--- config.mk ---
export PLATFORM = sky130hd
export DESIGN_NAME = clk_div_multi
export DESIGN_NICKNAME = d
export VERILOG_FILES = /design/src/rtl/clk_div_pkg.sv /design/src/rtl/clk_div_chan.sv /design/src/rtl/clk_div_multi.sv
export SDC_FILE = /design/constraint.sdc
export NUM_CORES = 1
export LEC_CHECK = 0
export CORE_MARGIN = 5
export CORE_UTILIZATION = 56
export CTS_CLUSTER_DIAMETER = 200
export DETAILED_ROUTE_END_ITERATION = 10
export GPL_TIMING_DRIVEN = 0
export PLACE_DENSITY = 0.89
export SETUP_SLACK_MARGIN = 0.2
export SYNTH_ARGS = -nofsm -noshare
export SYNTH_HDL_FRONTEND = slang
export SYNTH_HIERARCHICAL = 1
export SYNTH_SLANG_ARGS = --single-unit
--- constraint.sdc ---
create_clock -name clk -period 2.12 [get_ports clk]
set_input_delay 0.53 -clock clk [delete_from_list [all_inputs] [get_ports clk]]
set_output_delay 0.53 -clock clk [all_outputs]
set_load 0.1 [all_outputs]
--- src/rtl/clk_div_pkg.sv ---
// clk_div_pkg: shared defaults and limits for the multi-channel clock divider
package clk_div_pkg;
    localparam int CNT_W_DEFAULT   = 16;
    localparam int DEFAULT_DIV_VAL = 200;
    localparam int MAX_CHANNELS    = 16;
endpackage

--- src/rtl/clk_div_chan.sv ---
// clk_div_chan: one divider channel producing a tick strobe and a 50%-duty level
module clk_div_chan
    import clk_div_pkg::*;
#(
    parameter int CNT_W       = CNT_W_DEFAULT,
    parameter int DEFAULT_DIV = DEFAULT_DIV_VAL
) (
    input  logic             clk,
    input  logic             rst_n,
    input  logic             i_en,
    input  logic             i_clr,
    input  logic             i_load,
    input  logic [CNT_W-1:0] i_div,
    output logic             o_tick,
    output logic             o_level
);
    logic [CNT_W-1:0] r_cnt;
    logic [CNT_W-1:0] r_term;
    logic             r_tick;
    logic             r_level;
    logic             w_hit;

    assign w_hit   = r_cnt == r_term;
    assign o_tick  = r_tick;
    assign o_level = r_level;

    // clr beats load beats en; a terminal count coincident with load is dropped
    always_ff @(posedge clk or negedge rst_n) begin
        if (!rst_n) begin
            r_cnt   <= '0;
            r_term  <= CNT_W'(DEFAULT_DIV);
            r_tick  <= 1'b0;
            r_level <= 1'b0;
        end else if (i_clr) begin
            r_cnt   <= '0;
            r_tick  <= 1'b0;
            r_level <= 1'b0;
        end else if (i_load) begin
            r_term  <= i_div;
            r_cnt   <= '0;
            r_tick  <= 1'b0;
        end else if (i_en) begin
            r_cnt   <= w_hit ? '0 : r_cnt + 1'b1;
            r_tick  <= w_hit;
            r_level <= r_level ^ w_hit;
        end else begin
            r_tick  <= 1'b0;
        end
    end
endmodule

--- src/rtl/clk_div_multi.sv ---
// clk_div_multi: array of independent clock-enable dividers with runtime divide values
module clk_div_multi
    import clk_div_pkg::*;
#(
    parameter int CHANNELS    = 4,
    parameter int CNT_W       = CNT_W_DEFAULT,
    parameter int DEFAULT_DIV = DEFAULT_DIV_VAL
) (
    input  logic                      clk,
    input  logic                      rst_n,
    input  logic [CHANNELS-1:0]       en,
    input  logic [CHANNELS-1:0]       clr,
    input  logic [CHANNELS-1:0]       load,
    input  logic [CHANNELS*CNT_W-1:0] div_val,
    output logic [CHANNELS-1:0]       tick,
    output logic [CHANNELS-1:0]       level
);
    genvar g;
    for (g = 0; g < CHANNELS; g++) begin : g_chan
        clk_div_chan #(
            .CNT_W      (CNT_W),
            .DEFAULT_DIV(DEFAULT_DIV)
        ) u_chan (
            .clk    (clk),
            .rst_n  (rst_n),
            .i_en   (en[g]),
            .i_clr  (clr[g]),
            .i_load (load[g]),
            .i_div  (div_val[g*CNT_W +: CNT_W]),
            .o_tick (tick[g]),
            .o_level(level[g])
        );
    end
endmodule

clk_routes.png
The bar under the picture is 20 µm long.
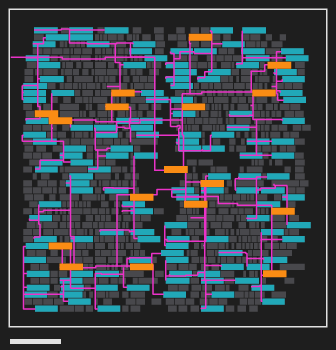
flip-flops: marked cyan, count 136. clock drivers: marked orange, count 17. clock wires: marked magenta, length 1,730 µm.
Position of the flops: all over the die.

placement.png
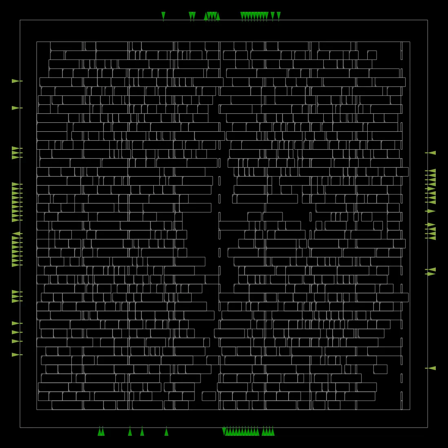
Std-Cell Rows: 41
area inside the core boundary: 12,620 µm²
core occupancy in the finished layout: 79.48%

==> impl_table.tex <==
% Synthesis and place-and-route results
\begin{tabular}{lr}
\hline
Metric & Value \\
\hline
\multicolumn{2}{l}{\textbf{Outcome}} \\
\quad Violated checks & setup timing \\
\quad Status & finished with violations \\
\multicolumn{2}{l}{\textbf{Detailed routing}} \\
\quad Vias per std cell & 6.580 \\
\quad Highest routed layer & met4 \\
\quad Met1 WL & 8190 µm \\
\quad Wire per inst & roughly 22 µm \\
\quad Drt pass-1 iters & 6 \\
\quad Met2 wirelength from detailed routing & $\sim$11,000 µm \\
\quad Total Routed Length & 22,520 µm \\
\quad Post-route DRC violation count & 0 \\
\multicolumn{2}{l}{\textbf{Synth}} \\
\quad Yosys Warn Count & 6 \\
\quad Top area cells in the synthesized netlist & sky130\_fd\_sc\_hd\_\_dfrtp\_1 43\%, sky130\_fd\_sc\_hd\_\_mux2\_2 10\%, sky130\_fd\_sc\_hd\_\_xor2\_1 8.0\%, sky130\_fd\_sc\_hd\_\_dfstp\_2 4.4\%, sky130\_fd\_sc\_hd\_\_nand2\_1 3.7\% \\
\quad Synth Instances & 677 \\
\quad Post-synthesis average cell area & 10.67 µm² \\
\quad Largest logic family & simple AND/OR/NAND/NOR gates \\
\quad Post-synthesis net count & 759 \\
\quad Post-Synth Adder-Cell Area & less than 1\% \\
\quad Xor/xnor share & 9.094\% \\
\quad Synthesized area & 7223 µm² \\
\quad Area fraction in mux cells & 9.977\% \\
\quad Leading cell type by number of instances after synthesis & sky130\_fd\_sc\_hd\_\_dfrtp\_1 \\
\quad Synthesized registers & 136 \\
\quad Cell types with the highest counts after synthesis & 124 x sky130\_fd\_sc\_hd\_\_dfrtp\_1, 71 x sky130\_fd\_sc\_hd\_\_nand2\_1, 66 x sky130\_fd\_sc\_hd\_\_xor2\_1 \\
\quad Yosys stat cell total & 677 \\
\multicolumn{2}{l}{\textbf{Pwr}} \\
\quad Switch Pwr & 1713 µW \\
\quad Clock network power share & 44.6\% \\
\quad Combinational power share & between 10\% and 20\% \\
\quad Standby leakage power & 0.004073 µW \\
\quad Maximum vdd drop & 0.0006019 V \\
\quad Part of the power in registers & 43.2\% \\
\quad Main power group & the clock network \\
\quad Sw Ratio & 24.85\% \\
\quad Reported clock group power & 3070 µW \\
\quad Power after layout & roughly 7000 µW \\
\multicolumn{2}{l}{\textbf{Cells and area}} \\
\quad Antenna fix cells & 0 \\
\quad Area Overhead vs Synth & 38.85\% \\
\quad Area of the multi-input gates & 4036 µm² \\
\quad Proportion of cell area occupied by registers & 34.27\% \\
\quad Count of buffers not belonging to the clock network in the layout & $\sim$190 \\
\quad Flop Count & 136 \\
\quad Tally of clock buffers in the finished layout & 20 \\
\quad Logic share of the area & $\sim$40\% \\
\quad Final design instance area without fill & between 10,000 and 15,000 µm² \\
\quad Largest cell class by area & logic gates \\
\quad Fraction of final layout cells with drive strength greater than 1 & 37.74\% \\
\quad Logic inverters & 13 \\
\quad Post-route non-filler standard cell count & 1,020 \\
\quad Top logic cell by instance count in the layout & sky130\_fd\_sc\_hd\_\_dfrtp\_1 \\
\multicolumn{2}{l}{\textbf{Place}} \\
\quad Detailed Place HPWL & 12,280 µm \\
\quad Port bufs & 85 \\
\multicolumn{2}{l}{\textbf{Final timing}} \\
\quad Fraction of the cycle the final worst path needs & 100.0\% \\
\quad Slew headroom & 55.81\% \\
\quad Final worst setup slack & -0.0002589 ns \\
\quad Time the final worst path needs with I/O delays and setup & 2.120 ns \\
\quad Setup violation total in the final timing report & 1 \\
\quad Number of hold violations in the final report & 0 \\
\quad Setup repair after global routing missed its margin & true \\
\multicolumn{2}{l}{\textbf{Worst setup path}} \\
\quad Worst setup path startpoint & g\_chan[3].u\_chan/r\_cnt[4] \\
\quad Crit-path max FO & 10 \\
\quad Startpoint type of the worst setup path & register \\
\quad Reg2reg setup slack & -0.0003 ns \\
\quad Critical path endpoint & g\_chan[3].u\_chan/r\_cnt[7] \\
\quad Startpoint of the worst-slack reg-to-reg timing path & g\_chan[3].u\_chan/r\_cnt[4] \\
\quad Critical setup path kind & register to register \\
\quad Kind of capture point of the worst setup path & register \\
\multicolumn{2}{l}{\textbf{GRT}} \\
\quad Grt total ovfl & 0 \\
\multicolumn{2}{l}{\textbf{Clock network}} \\
\quad Cell chosen for the clock root & sky130\_fd\_sc\_hd\_\_clkbuf\_16 \\
\quad Clock latency on the worst-skew pair & 0.42 ns \\
\quad Buffer count from post-CTS setup fixing & 17 \\
\quad Register clock-pin slew on the reported worst setup and hold paths & 0.06 ns \\
\quad Total number of H-tree levels & 4 \\
\quad Total clock buffers created by CTS & 17 \\
\quad TritonCTS clock tree & yes \\
\multicolumn{2}{l}{\textbf{Die}} \\
\quad Vert. Die Dim & 123.6 µm \\
\quad Die width & 123.6 µm \\
\multicolumn{2}{l}{\textbf{Run}} \\
\quad Maximum capacitance violations & 0 \\
\multicolumn{2}{l}{\textbf{Worst hold path}} \\
\quad Hold crit path type & input pin to asynchronous set/reset pin \\
\hline
\end{tabular}
[worst max-delay path, stage by stage, from the launching register on]
cell                       delay (ns)
sky130_fd_sc_hd__dfrtp_1         0.36
sky130_fd_sc_hd__clkbuf_4        0.18
sky130_fd_sc_hd__xor2_1          0.30
sky130_fd_sc_hd__nor4_2          0.09
sky130_fd_sc_hd__nand4_2         0.20
sky130_fd_sc_hd__nand3_2         0.11
sky130_fd_sc_hd__buf_6           0.18
sky130_fd_sc_hd__o311ai_0        0.53
[registers in the layout, indices dropped and copies added, names as in the netlist]
| signal | flops |
|---|---|
| g_chan.u_chan/o_level | 4 |
| g_chan.u_chan/o_tick | 4 |
| g_chan.u_chan/r_cnt | 64 |
| g_chan.u_chan/r_term | 64 |
Power figures rest on the tool's default switching activity, not on a simulated workload.
